$ cat src/rtl/seg7_scan_ctrl_if.sv
`timescale 1ns/1ps
`default_nettype none
// ============================================================================
//  Module      : seg7_scan_ctrl_if
//  Description : Host write channel and display-pin bundle for the
//                seven-segment scan controller.
//                The master side is the host and board pins. The slave side
//                is the controller.
//  Revision    : 1.0 - initial release
// ============================================================================
interface seg7_scan_ctrl_if;
    logic        en;
    logic        wr_en;
    logic        wr_ready;
    logic [31:0] wr_data;
    logic [7:0]  wr_mask;
    logic [7:0]  wr_dp;
    logic [7:0]  sel_seg;
    logic [6:0]  seg;
    logic        dp;
    logic        frame_start;

    modport master (
        output en, wr_en, wr_data, wr_mask, wr_dp,
        input  wr_ready, sel_seg, seg, dp, frame_start
    );

    modport slave (
        input  en, wr_en, wr_data, wr_mask, wr_dp,
        output wr_ready, sel_seg, seg, dp, frame_start
    );
endinterface
`default_nettype wire

$ cat src/rtl/seg7_scan_ctrl.sv
`timescale 1ns/1ps
`default_nettype none
// ============================================================================
//  Module      : seg7_scan_ctrl
//  Description : Time-multiplexed scan controller for an 8-digit,
//                common-anode seven-segment display. The host writes a frame
//                through a ready/valid handshake. The frame is held in a
//                pending buffer and committed to the shadow registers only at
//                a frame boundary, so no frame mixes old and new data.
//  Options     : SEG7_LZ_BLANK_EN - when defined, leading-zero suppression
//                blanks digits k>0 whose nibbles k..7 are all zero.
//  Revision    : 1.0 - initial release
// ============================================================================
module seg7_scan_ctrl #(
    parameter int SCAN_DIV = 100000,
    parameter int DIV_W    = 17
) (
    input  wire logic          clk,
    input  wire logic          rst_n,
    seg7_scan_ctrl_if.slave    bus
);

    localparam logic [DIV_W-1:0] C_DIV_MAX = DIV_W'(SCAN_DIV - 1);
    localparam logic [DIV_W-1:0] C_DIV_ONE = DIV_W'(1);

    // Scan state
    logic [DIV_W-1:0] div_q,   div_d;
    logic [2:0]       idx_q,   idx_d;
    logic [7:0]       sel_q,   sel_d;
    logic [6:0]       seg_q,   seg_d;
    logic             dp_q,    dp_d;
    logic             fs_q,    fs_d;

    // Write path and frame storage
    logic             rdy_q,   rdy_d;
    logic             pfull_q, pfull_d;
    logic [31:0]      pdata_q, pdata_d;
    logic [7:0]       pmask_q, pmask_d;
    logic [7:0]       pdp_q,   pdp_d;
    logic [31:0]      sdata_q, sdata_d;
    logic [7:0]       smask_q, smask_d;
    logic [7:0]       sdp_q,   sdp_d;

    logic             w_tick;
    logic             w_wrap;
    logic             w_commit;
    logic             w_xfer;
    logic [2:0]       w_idx_next;
    logic [31:0]      w_src_data;
    logic [7:0]       w_src_mask;
    logic [7:0]       w_src_dp;
    logic [3:0]       w_nib;
    logic             w_blank;

    // Hex digit to active-low segments {g,f,e,d,c,b,a}
    function automatic logic [6:0] f_decode(input logic [3:0] nib);
        logic [6:0] s;
        case (nib)
            4'h0: s = 7'b1000000;
            4'h1: s = 7'b1111001;
            4'h2: s = 7'b0100100;
            4'h3: s = 7'b0110000;
            4'h4: s = 7'b0011001;
            4'h5: s = 7'b0010010;
            4'h6: s = 7'b0000010;
            4'h7: s = 7'b1111000;
            4'h8: s = 7'b0000000;
            4'h9: s = 7'b0010000;
            4'hA: s = 7'b0001000;
            4'hB: s = 7'b0000011;
            4'hC: s = 7'b1000110;
            4'hD: s = 7'b0100001;
            4'hE: s = 7'b0000110;
            default: s = 7'b0001110;
        endcase
        return s;
    endfunction

    assign w_tick     = bus.en && (div_q == C_DIV_MAX);
    assign w_idx_next = idx_q + 3'd1;
    assign w_wrap     = w_tick && (idx_q == 3'd7);
    // With the display stopped, no frame is in flight, so commit at once
    assign w_commit   = pfull_q && (bus.en ? w_wrap : 1'b1);
    assign w_xfer     = bus.wr_en && rdy_q;

    // On a commit edge, digit 0 must already show the new frame
    assign w_src_data = w_commit ? pdata_q : sdata_q;
    assign w_src_mask = w_commit ? pmask_q : smask_q;
    assign w_src_dp   = w_commit ? pdp_q   : sdp_q;
    assign w_nib      = w_src_data[{w_idx_next, 2'b00} +: 4];

`ifdef SEG7_LZ_BLANK_EN
    assign w_blank = (w_idx_next != 3'd0) &&
                     ((w_src_data >> {w_idx_next, 2'b00}) == 32'd0);
`else
    assign w_blank = 1'b0;
`endif

    // Next-state logic for the scan sequencer, handshake and frame buffers
    always_comb begin
        div_d   = div_q;
        idx_d   = idx_q;
        sel_d   = sel_q;
        seg_d   = seg_q;
        dp_d    = dp_q;
        fs_d    = 1'b0;
        rdy_d   = ~pfull_q;
        pfull_d = pfull_q;
        pdata_d = pdata_q;
        pmask_d = pmask_q;
        pdp_d   = pdp_q;
        sdata_d = sdata_q;
        smask_d = smask_q;
        sdp_d   = sdp_q;

        if (!bus.en) begin
            div_d = '0;
            idx_d = 3'd7;
            sel_d = 8'hFF;
            seg_d = 7'h7F;
            dp_d  = 1'b1;
        end else if (w_tick) begin
            div_d = '0;
            idx_d = w_idx_next;
            sel_d = ~(8'b1 << w_idx_next);
            seg_d = (w_src_mask[w_idx_next] && !w_blank) ? f_decode(w_nib) : 7'h7F;
            dp_d  = ~(w_src_dp[w_idx_next] & w_src_mask[w_idx_next]);
            fs_d  = w_commit;
        end else begin
            div_d = div_q + C_DIV_ONE;
        end

        if (w_commit) begin
            sdata_d = pdata_q;
            smask_d = pmask_q;
            sdp_d   = pdp_q;
            pfull_d = 1'b0;
        end

        // A transfer needs wr_ready=1, which implies the buffer is empty
        if (w_xfer) begin
            pdata_d = bus.wr_data;
            pmask_d = bus.wr_mask;
            pdp_d   = bus.wr_dp;
            pfull_d = 1'b1;
            rdy_d   = 1'b0;
        end
    end

    // State registers with synchronous active-low reset
    always_ff @(posedge clk) begin
        if (!rst_n) begin
            div_q   <= '0;
            idx_q   <= 3'd7;
            sel_q   <= 8'hFF;
            seg_q   <= 7'h7F;
            dp_q    <= 1'b1;
            fs_q    <= 1'b0;
            rdy_q   <= 1'b1;
            pfull_q <= 1'b0;
            pdata_q <= '0;
            pmask_q <= '0;
            pdp_q   <= '0;
            sdata_q <= '0;
            smask_q <= '0;
            sdp_q   <= '0;
        end else begin
            div_q   <= div_d;
            idx_q   <= idx_d;
            sel_q   <= sel_d;
            seg_q   <= seg_d;
            dp_q    <= dp_d;
            fs_q    <= fs_d;
            rdy_q   <= rdy_d;
            pfull_q <= pfull_d;
            pdata_q <= pdata_d;
            pmask_q <= pmask_d;
            pdp_q   <= pdp_d;
            sdata_q <= sdata_d;
            smask_q <= smask_d;
            sdp_q   <= sdp_d;
        end
    end

    assign bus.sel_seg     = sel_q;
    assign bus.seg         = seg_q;
    assign bus.dp          = dp_q;
    assign bus.frame_start = fs_q;
    assign bus.wr_ready    = rdy_q;

endmodule
`default_nettype wire

$ cat src/flat_wrapper.sv
// flat-port wrapper written by rule: the top's interface ports become plain ports
module seg7_scan_ctrl_flat 
#(
    parameter int SCAN_DIV = 100000,
    parameter int DIV_W    = 17
)
  (clk, rst_n, bus_en, bus_wr_en, bus_wr_data, bus_wr_mask, bus_wr_dp, bus_wr_ready, bus_sel_seg, bus_seg, bus_dp, bus_frame_start);
  seg7_scan_ctrl_if bus_i ();
  input  wire logic clk;
  input  wire logic rst_n;
  input wire logic [$bits(bus_i.en)-1:0] bus_en;
  input wire logic [$bits(bus_i.wr_en)-1:0] bus_wr_en;
  input wire logic [$bits(bus_i.wr_data)-1:0] bus_wr_data;
  input wire logic [$bits(bus_i.wr_mask)-1:0] bus_wr_mask;
  input wire logic [$bits(bus_i.wr_dp)-1:0] bus_wr_dp;
  output wire logic [$bits(bus_i.wr_ready)-1:0] bus_wr_ready;
  output wire logic [$bits(bus_i.sel_seg)-1:0] bus_sel_seg;
  output wire logic [$bits(bus_i.seg)-1:0] bus_seg;
  output wire logic [$bits(bus_i.dp)-1:0] bus_dp;
  output wire logic [$bits(bus_i.frame_start)-1:0] bus_frame_start;
  assign bus_i.en = bus_en;
  assign bus_i.wr_en = bus_wr_en;
  assign bus_i.wr_data = bus_wr_data;
  assign bus_i.wr_mask = bus_wr_mask;
  assign bus_i.wr_dp = bus_wr_dp;
  assign bus_wr_ready = bus_i.wr_ready;
  assign bus_sel_seg = bus_i.sel_seg;
  assign bus_seg = bus_i.seg;
  assign bus_dp = bus_i.dp;
  assign bus_frame_start = bus_i.frame_start;
  seg7_scan_ctrl #(.SCAN_DIV(SCAN_DIV), .DIV_W(DIV_W)) u_core (.clk(clk), .rst_n(rst_n), .bus(bus_i));
endmodule
$ cat config.mk
export PLATFORM = sky130hd
export DESIGN_NAME = seg7_scan_ctrl_flat
export DESIGN_NICKNAME = d
export VERILOG_FILES = /design/src/rtl/seg7_scan_ctrl_if.sv /design/src/rtl/seg7_scan_ctrl.sv /design/src/flat_wrapper.sv
export SDC_FILE = /design/constraint.sdc
export NUM_CORES = 1
export LEC_CHECK = 0
export ABC_AREA = 1
export CAP_MARGIN = 25
export CORE_MARGIN = 1
export CORE_UTILIZATION = 45
export CTS_BUF_LIST = sky130_fd_sc_hd__clkbuf_4 sky130_fd_sc_hd__clkbuf_8
export CTS_CLUSTER_SIZE = 16
export DETAILED_ROUTE_END_ITERATION = 6
export GPL_TIMING_DRIVEN = 1
export PLACE_DENSITY_LB_ADDON = 0.12
export REMOVE_ABC_BUFFERS = 1
export SYNTH_ARGS = -nofsm -noshare
export SYNTH_HDL_FRONTEND = slang
export SYNTH_SLANG_ARGS = --single-unit
$ cat constraint.sdc
create_clock -name clk -period 3.5 [get_ports clk]
set_input_delay 0.7 -clock clk [delete_from_list [all_inputs] [get_ports clk]]
set_output_delay 0.7 -clock clk [all_outputs]
set_load 0.005 [all_outputs]
### Wire density map

23 x 23 tiles, from dark blue (low) to red (high), scaled to the fullest tile. Values are wire area over tile area, all layers added.
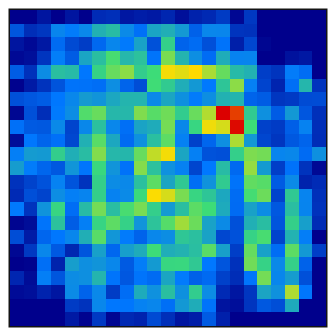
The mean over all tiles is 0.17. The densest ninth of the die: centre. The fullest tile reaches 0.62. 12% of the tiles are over half the peak.

==> flow_summary.yaml <==
# synthesis and place-and-route metrics
cts:
  clkTransAtPathRegs_ns: 0.06
  cts_hold_buf: 0
  root_buffer: "clkbuf_8"
  cts_setup_buffers: 0
  cts_resized: 0
  htreeDepth: 4
cells_and_area:
  stdcell_count: 1071
  lay_top_count: "nor2_1"
  fin_nets: 955
  mostFrequentLayoutCells: "nor2_1, nand2_1, dfxtp_1"
  drive_gt1_share_pct: 7.23
logic_synthesis:
  top_area_share_pct: 45.6
  largest_area_cell: "dfxtp_1"
  ys_seq_share_pct: 45.6
  xor_share_pct: 0.148
  postSynth.asyncResetShare_pct: 0
  ys_types: 32
  ys_cells: 829
  yosys.area_share.simple_pct: 31.2
  ys.flops: 135
  aoi_share_pct: 11.2
  ys_warn_count: 0
setup_path:
  cp_cell_sequence: "clkdlybuf4s50_1, nand4_1, nor2_2, nand3_2, nand2_2, buf_4, nand3_1, nand2_1, inv_1, nand2_1, nand3_1, nand3_1, nand2_2, inv_1, ha_1, nand3_1, nand2_1, nand2_1, nand3_1, nand2_1, inv_1"
  crit_fanout: 28
  end_kind: "flip-flop"
  arrival_ns: 3.42
  reg2reg_to: "u_core.bus.seg[3]"
global_route:
  grtUsageTotal_pct: 22.5
  antenna_found_initial: 0
  grt_start_max_net_pins: 54
  grt_first_pass_wirelength_um: 23400
detailed_routing:
  viasPerCell: 5.02
  drc: 0
  firstDrtPassIters: 5
  drtIter0Drc: 347
  wl_um: 14200
  vias: 5375
timing:
  period_minus_slack_ns: 3.02
  holdWs_ns: 0.454
  slew_headroom_pct: 58.6
  finalWorstSetupSlack_ns: 0.476
  max_freq_ghz: 0.331
  fin_skew_ns: 0.00972
  finalMaxSlewViolations: 0
  finalSetupViolCount: 0
  finalSetupTns_ns: 0
  tightestPinTransition_ns: 0.619
  rsz0062_at_grt: "no"
power_and_ir_drop:
  p_int_w: 0.00237
  pwr-share-clk_pct: 35.3
  leakagePower_nw: 3.00
  power_w: 0.00323
  p_comb_w: 0.000449
  p_per_area_nw_per_um2: 458
  power-top-group: "registers"
  powerClk_w: 0.00114
  vdd.ir_drop.worst_v: 0.000231
  swShare_pct: 26.7
hold_path:
  hold_class: "reg -> reg"
  worstHoldStart: "u_core.div_q[0]"
  hold_end: "u_core.div_q[0]"
  holdPathStages: 1
place:
  place_congestion: 0.853
  dp_hpwl_um: 9550
  dp_slack_ns: 0.0500
  postPlaceCellArea_um2: 6720
flow_run:
  tool_warnings: 34
outcome:
  status: "completed"
floorplanning:
  die-area_um2: 13600
  ios: 70
  fp_util_pct: 46.6
### Cells coloured by class

Fill, decap, tap and diode cells in grey.
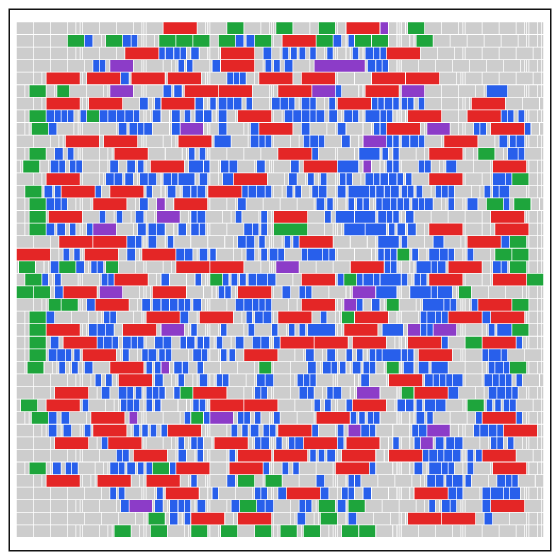
Key: purple = clock drivers and dummy loads [cells 28]; red = flip-flops [cells 135]; blue = all other logic [cells 651]; green = other buffers and delay cells [cells 85]
fin util: 55.4%
Core Area: 12,700 µm²
Final Cell Area: 7050 µm²
Site Rows: 41
flop share of the area: 38.3%

-- per-layer routing --
metal | share of wire [%] | global-route usage, %
met3 | 5.5 | 6.54
met1 | 46 | 28.0
met4 | 2.1 | 8.95
met5 | 0 | 0
met2 | 46 | 36.6
-- worst max-delay path, delay by kind of cell --
family                   cells  cell delay [ns]
AND/OR/NAND/NOR             15             1.49
buffers and inverters        5             1.05
adder cells (fa/ha/maj)      1             0.19
-- worst max path at each step --
stage                               start                end  slack, ns  cells after the start
after floorplan           u_core.idx_q[0]  u_core.bus.seg[3]       0.15                     18
after global placement             bus_en  u_core.bus.seg[3]        0.1                     19
after detailed placement           bus_en  u_core.bus.seg[6]       0.05                     19
after CTS                          bus_en  u_core.bus.seg[3]       0.49                     21
after global routing               bus_en  u_core.bus.seg[3]       0.29                     21
final                              bus_en  u_core.bus.seg[3]       0.48                     21
-- Yosys cell counts (all sizes together) (3+ instances only) --
cell type / count
ha: 13
nor3b: 3
o21ai: 81
or2: 3
a21oi: 38
nand2: 151
inv: 76
dfxtp: 135
clkbuf: 24
nor3: 8
buf: 19
nand3: 106
nor2: 159
-- state kept, by name, summed over array words and instances (netlist names) --
register / cells
u_core.sdp_q: 8
u_core.smask_q: 8
u_core.bus.dp: 1
u_core.pdata_q: 32
u_core.bus.wr_ready: 1
u_core.bus.seg: 7
u_core.pdp_q: 8
u_core.sdata_q: 32
u_core.idx_q: 3
u_core.pfull_q: 1
u_core.bus.sel_seg: 8
u_core.pmask_q: 8
u_core.div_q: 17
u_core.bus.frame_start: 1
-- cell type report --
class	instances	area (µm²)	share of cell area (%)
Clock buffer	22	278	3.94
Tap cell	172	215	3.05
Multi-Input combinational cell	574	2690	38.1
Sequential cell	135	2700	38.3
Timing Repair Buffer	85	823	11.7
Clock inverter	6	55.1	0.781
Inverter	77	289	4.10
No activity file was given, so power comes from the tool's default toggle rates.
